Routing congestion:
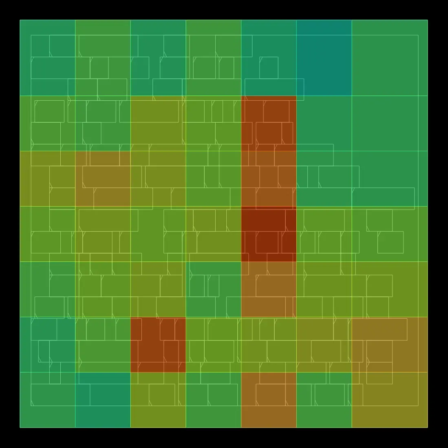
Clock network drawn from the DEF:
(10 px per um)
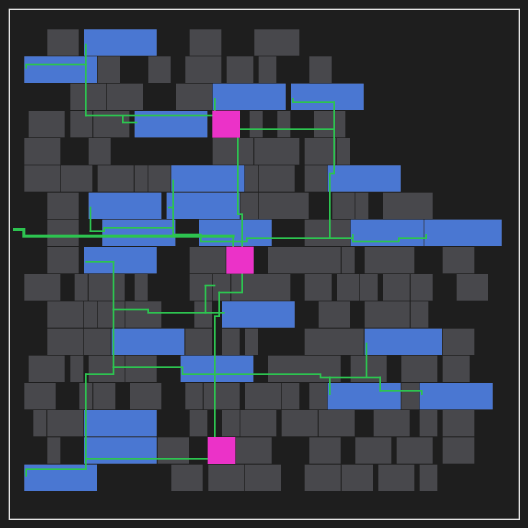
Gate families picked out:
(8 px per um)
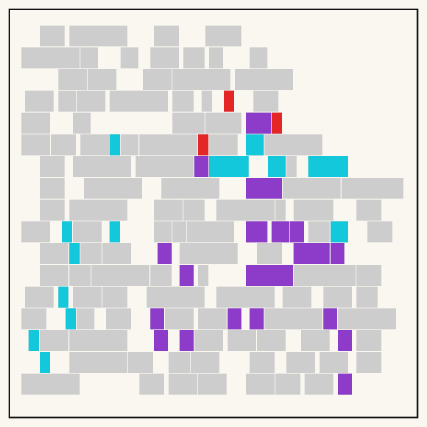
Wires at chosen ports, followed through buffers:
(10 px per um)
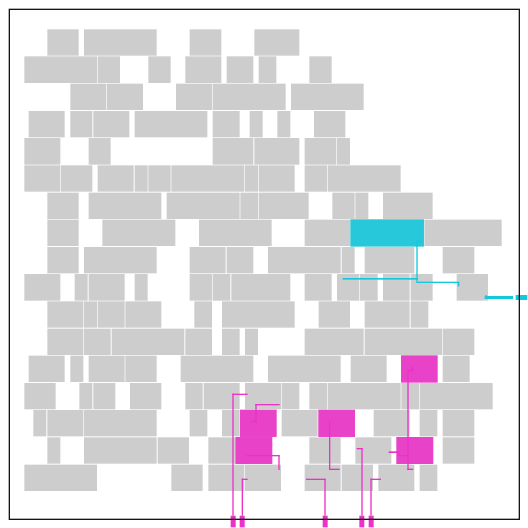
File: config.mk
export PLATFORM = sky130hd
export DESIGN_NAME = seq_ram_arbiter_flat
export DESIGN_NICKNAME = d
export VERILOG_FILES = /design/src/rtl/seq_ram_arbiter_if.sv /design/src/rtl/seq_ram_arbiter.sv /design/src/flat_wrapper.sv
export SDC_FILE = /design/constraint.sdc
export NUM_CORES = 1
export LEC_CHECK = 0
export CAP_MARGIN = 20
export CORE_UTILIZATION = 42
export CTS_CLUSTER_DIAMETER = 150
export DETAILED_ROUTE_END_ITERATION = 16
export GPL_ROUTABILITY_DRIVEN = 1
export GPL_TIMING_DRIVEN = 1
export PLACE_DENSITY = 0.82
export SLEW_MARGIN = 0
export SYNTH_ARGS = -nofsm -noshare
export SYNTH_HDL_FRONTEND = slang
export SYNTH_SLANG_ARGS = --single-unit
File: constraint.sdc
create_clock -name Clk -period 1.45 [get_ports Clk]
set_input_delay 0.435 -clock Clk [delete_from_list [all_inputs] [get_ports Clk]]
set_output_delay 0.435 -clock Clk [all_outputs]
set_load 0.01 [all_outputs]
File: src/rtl/seq_ram_arbiter_if.sv
// Bus bundle between the sequence generator, the game controller and the
// shared single-port sequence RAM.
interface seq_ram_arbiter_if #(
   parameter int ADDR_W = 5,
   parameter int DATA_W = 4
);
   logic              GenReq;
   logic [ADDR_W-1:0] GenAddr;
   logic [DATA_W-1:0] GenData;
   logic              GenAck;
   logic              CtlReq;
   logic [ADDR_W-1:0] CtlAddr;
   logic              CtlValid;
   logic [DATA_W-1:0] CtlData;
   logic [ADDR_W-1:0] RamAddr;
   logic [DATA_W-1:0] RamDin;
   logic              RamWe;
   logic [DATA_W-1:0] RamDout;
   logic              Busy;

   // Requesters and RAM side: drives requests and read data.
   modport master (
      output GenReq, GenAddr, GenData, CtlReq, CtlAddr, RamDout,
      input  GenAck, CtlValid, CtlData, RamAddr, RamDin, RamWe, Busy
   );

   // Arbiter side.
   modport slave (
      input  GenReq, GenAddr, GenData, CtlReq, CtlAddr, RamDout,
      output GenAck, CtlValid, CtlData, RamAddr, RamDin, RamWe, Busy
   );
endinterface

File: src/rtl/seq_ram_arbiter.sv
// Round-robin arbiter sharing the single-port sequence RAM between the
// sequence generator (writes) and the game controller (reads).
module seq_ram_arbiter #(
   parameter int ADDR_W = 5,
   parameter int DATA_W = 4,
   parameter int RD_LAT = 2
) (
   input logic              Clk,
   input logic              Rst,
   seq_ram_arbiter_if.slave bus
);

   typedef enum logic [1:0] {
      IDLE  = 2'd0,
      WRITE = 2'd1,
      READ  = 2'd2
   } state_t;

   localparam logic       GRANT_GEN = 1'b0;
   localparam logic       GRANT_CTL = 1'b1;
   localparam logic [2:0] LAT_INIT  = 3'(RD_LAT);

   state_t            state_r;
   logic [2:0]        cnt_r;
   logic              last_grant_r;
   logic              gen_ack_r;
   logic              ctl_valid_r;
   logic [DATA_W-1:0] ctl_data_r;
   logic [ADDR_W-1:0] ram_addr_r;
   logic [DATA_W-1:0] ram_din_r;
   logic              ram_we_r;
   logic              busy_r;

   logic gen_req_s;
   logic ctl_req_s;
   logic grant_gen_s;
   logic grant_ctl_s;

   // Requests masked while their own ack/valid is still visible, then arbitrated.
   always_comb begin
      gen_req_s   = bus.GenReq & ~gen_ack_r;
      ctl_req_s   = bus.CtlReq & ~ctl_valid_r;
      grant_gen_s = 1'b0;
      grant_ctl_s = 1'b0;
      if (gen_req_s && ctl_req_s) begin
         if (last_grant_r == GRANT_CTL) begin
            grant_gen_s = 1'b1;
         end else begin
            grant_ctl_s = 1'b1;
         end
      end else if (gen_req_s) begin
         grant_gen_s = 1'b1;
      end else if (ctl_req_s) begin
         grant_ctl_s = 1'b1;
      end else begin
         grant_gen_s = 1'b0;
         grant_ctl_s = 1'b0;
      end
   end

   // Transaction FSM with all bus-facing outputs registered.
   always_ff @(posedge Clk) begin
      if (!Rst) begin
         state_r      <= IDLE;
         cnt_r        <= 3'd0;
         last_grant_r <= GRANT_CTL;
         gen_ack_r    <= 1'b0;
         ctl_valid_r  <= 1'b0;
         ctl_data_r   <= {DATA_W{1'b0}};
         ram_addr_r   <= {ADDR_W{1'b0}};
         ram_din_r    <= {DATA_W{1'b0}};
         ram_we_r     <= 1'b0;
         busy_r       <= 1'b0;
      end else begin
         gen_ack_r   <= 1'b0;
         ctl_valid_r <= 1'b0;
         case (state_r)
            IDLE: begin
               if (grant_gen_s) begin
                  ram_addr_r   <= bus.GenAddr;
                  ram_din_r    <= bus.GenData;
                  ram_we_r     <= 1'b1;
                  busy_r       <= 1'b1;
                  last_grant_r <= GRANT_GEN;
                  state_r      <= WRITE;
               end else if (grant_ctl_s) begin
                  ram_addr_r   <= bus.CtlAddr;
                  ram_we_r     <= 1'b0;
                  busy_r       <= 1'b1;
                  cnt_r        <= LAT_INIT;
                  last_grant_r <= GRANT_CTL;
                  state_r      <= READ;
               end else begin
                  ram_we_r <= 1'b0;
                  busy_r   <= 1'b0;
               end
            end
            WRITE: begin
               ram_we_r  <= 1'b0;
               gen_ack_r <= 1'b1;
               busy_r    <= 1'b0;
               state_r   <= IDLE;
            end
            READ: begin
               ram_we_r <= 1'b0;
               cnt_r    <= cnt_r - 3'd1;
               // RamDout is valid RD_LAT edges after the address was registered.
               if (cnt_r == 3'd1) begin
                  ctl_data_r  <= bus.RamDout;
                  ctl_valid_r <= 1'b1;
                  busy_r      <= 1'b0;
                  state_r     <= IDLE;
               end else begin
                  state_r <= READ;
               end
            end
            default: begin
               ram_we_r <= 1'b0;
               busy_r   <= 1'b0;
               cnt_r    <= 3'd0;
               state_r  <= IDLE;
            end
         endcase
      end
   end

   assign bus.GenAck   = gen_ack_r;
   assign bus.CtlValid = ctl_valid_r;
   assign bus.CtlData  = ctl_data_r;
   assign bus.RamAddr  = ram_addr_r;
   assign bus.RamDin   = ram_din_r;
   assign bus.RamWe    = ram_we_r;
   assign bus.Busy     = busy_r;

endmodule
File: src/flat_wrapper.sv
// flat-port wrapper written by rule: the top's interface ports become plain ports
module seq_ram_arbiter_flat 
#(
   parameter int ADDR_W = 5,
   parameter int DATA_W = 4,
   parameter int RD_LAT = 2
)
  (Clk, Rst, bus_GenReq, bus_GenAddr, bus_GenData, bus_CtlReq, bus_CtlAddr, bus_RamDout, bus_GenAck, bus_CtlValid, bus_CtlData, bus_RamAddr, bus_RamDin, bus_RamWe, bus_Busy);
  seq_ram_arbiter_if #(.ADDR_W(ADDR_W), .DATA_W(DATA_W)) bus_i ();
  input logic Clk;
  input logic Rst;
  input wire logic [$bits(bus_i.GenReq)-1:0] bus_GenReq;
  input wire logic [$bits(bus_i.GenAddr)-1:0] bus_GenAddr;
  input wire logic [$bits(bus_i.GenData)-1:0] bus_GenData;
  input wire logic [$bits(bus_i.CtlReq)-1:0] bus_CtlReq;
  input wire logic [$bits(bus_i.CtlAddr)-1:0] bus_CtlAddr;
  input wire logic [$bits(bus_i.RamDout)-1:0] bus_RamDout;
  output wire logic [$bits(bus_i.GenAck)-1:0] bus_GenAck;
  output wire logic [$bits(bus_i.CtlValid)-1:0] bus_CtlValid;
  output wire logic [$bits(bus_i.CtlData)-1:0] bus_CtlData;
  output wire logic [$bits(bus_i.RamAddr)-1:0] bus_RamAddr;
  output wire logic [$bits(bus_i.RamDin)-1:0] bus_RamDin;
  output wire logic [$bits(bus_i.RamWe)-1:0] bus_RamWe;
  output wire logic [$bits(bus_i.Busy)-1:0] bus_Busy;
  assign bus_i.GenReq = bus_GenReq;
  assign bus_i.GenAddr = bus_GenAddr;
  assign bus_i.GenData = bus_GenData;
  assign bus_i.CtlReq = bus_CtlReq;
  assign bus_i.CtlAddr = bus_CtlAddr;
  assign bus_i.RamDout = bus_RamDout;
  assign bus_GenAck = bus_i.GenAck;
  assign bus_CtlValid = bus_i.CtlValid;
  assign bus_CtlData = bus_i.CtlData;
  assign bus_RamAddr = bus_i.RamAddr;
  assign bus_RamDin = bus_i.RamDin;
  assign bus_RamWe = bus_i.RamWe;
  assign bus_Busy = bus_i.Busy;
  seq_ram_arbiter #(.ADDR_W(ADDR_W), .DATA_W(DATA_W), .RD_LAT(RD_LAT)) u_core (.Clk(Clk), .Rst(Rst), .bus(bus_i));
endmodule
==> impl_metrics.csv <==
group,metric,value,unit
critical_path,critPathMaxFanout,3,
cells_and_area,largest_reg_flops,5,
sta,fin_crit_sh,0.9590,
cells_and_area,logic_gate_count,67,
cells_and_area,final_util,0.6622,
cells_and_area,antenna_cells,0,
critical_path,critical_path_buf_inv_count,1,
logic_synthesis,synth.logic.top_family,"simple AND/OR/NAND/NOR gates",
cells_and_area,lay_top_cells,"dfxtp_1, clkdlybuf4s50_1, dlygate4sd2_1, mux2i_1, nand2_1",
critical_path,crit_path_start,"u_core.bus.GenAck",
placement,place_area,1451,um2
global_routing,met3_usage,0.05060,
run_status,status,"finished clean",
global_routing,use_met1,0.2426,
logic_synthesis,netlist_instances,97,
route,drc,0,
logic_synthesis,muxShareOfSynthArea,0.1298,
logic_synthesis,synth_cell_types,30,
worst_hold_path,hold_start,"u_core.bus.RamDin[1]",
cells_and_area,final_area,1479,um2
global_routing,overflow,0,
-- 'routing congestion' (at the start) --
routed length per placed instance: 12.43 um
gr usage total: 0.1856

-- 'clock network drawn from the DEF' (at the start) --
[blue] flip-flops | count: 23
[green] clock wires | length: 267 um
[magenta] cells driving clock nets | count: 3
routed clock nets: 4
Clk pwr share: 0.212
Late-Pin Clk Latency: 0.31 ns
Clk. pwr: 302 uW
Max Clock Skew: 0.002512 ns

-- 'gate families picked out' (at the start) --
[red] inverters | cells: 3 | most used: inv_1
[purple] inverting AOI/OAI gates | cells: 19 | most used: a21oi_1
[cyan] NAND gates | cells: 13 | most used: nand2_1
final std cells w/o fill: 170
fraction of area in multi-input gates: 0.3426
most common logic cell in the routed design: dfxtp_1

-- 'wires at chosen ports, followed through buffers' (at the start) --
[magenta] `bus_CtlAddr` | bits: 5 | direction: input | edge: south | end cells: 5 | buffers: 5 | wire: 62.5 um
[cyan] `bus_Busy` | bits: 1 | direction: output | edge: east | end cells: 1 | buffers: 1 | wire: 19.1 um
PortBufs: 38
I/O pins: 39

-- worst reg2reg max path, delay by kind of cell, from the launching register on --
family	cells	cell delay (ns)
and+or+nand+nor	3	0.35
DFF	1	0.65
muxes	1	0.21
-- stage by stage --
stage / hold slack (ns) / TNS [ns]
after global routing: 0.4861 / 0
final: 0.4700 / 0
after detailed placement: 0.4517 / -5.186
after global placement: 0.4477 / -4.428
after CTS: 0.4739 / 0
after floorplan: 0.4790 / 0
-- report_power, final --
group	leakage [nW]	switching (mW)	internal [mW]
combinational	0.440	0.161	0.217
sequential	0.190	0.0526	0.693
clock	0.0177	0.199	0.103
total	0.647	0.412	1.01
-- what timing repair did --
action	in CTS	in global routing
pin swaps	2	0
resized	20	2
endpoints found under the setup margin	23	2
buffers inserted	1	0
Power is estimated from default activity; no workload was simulated.
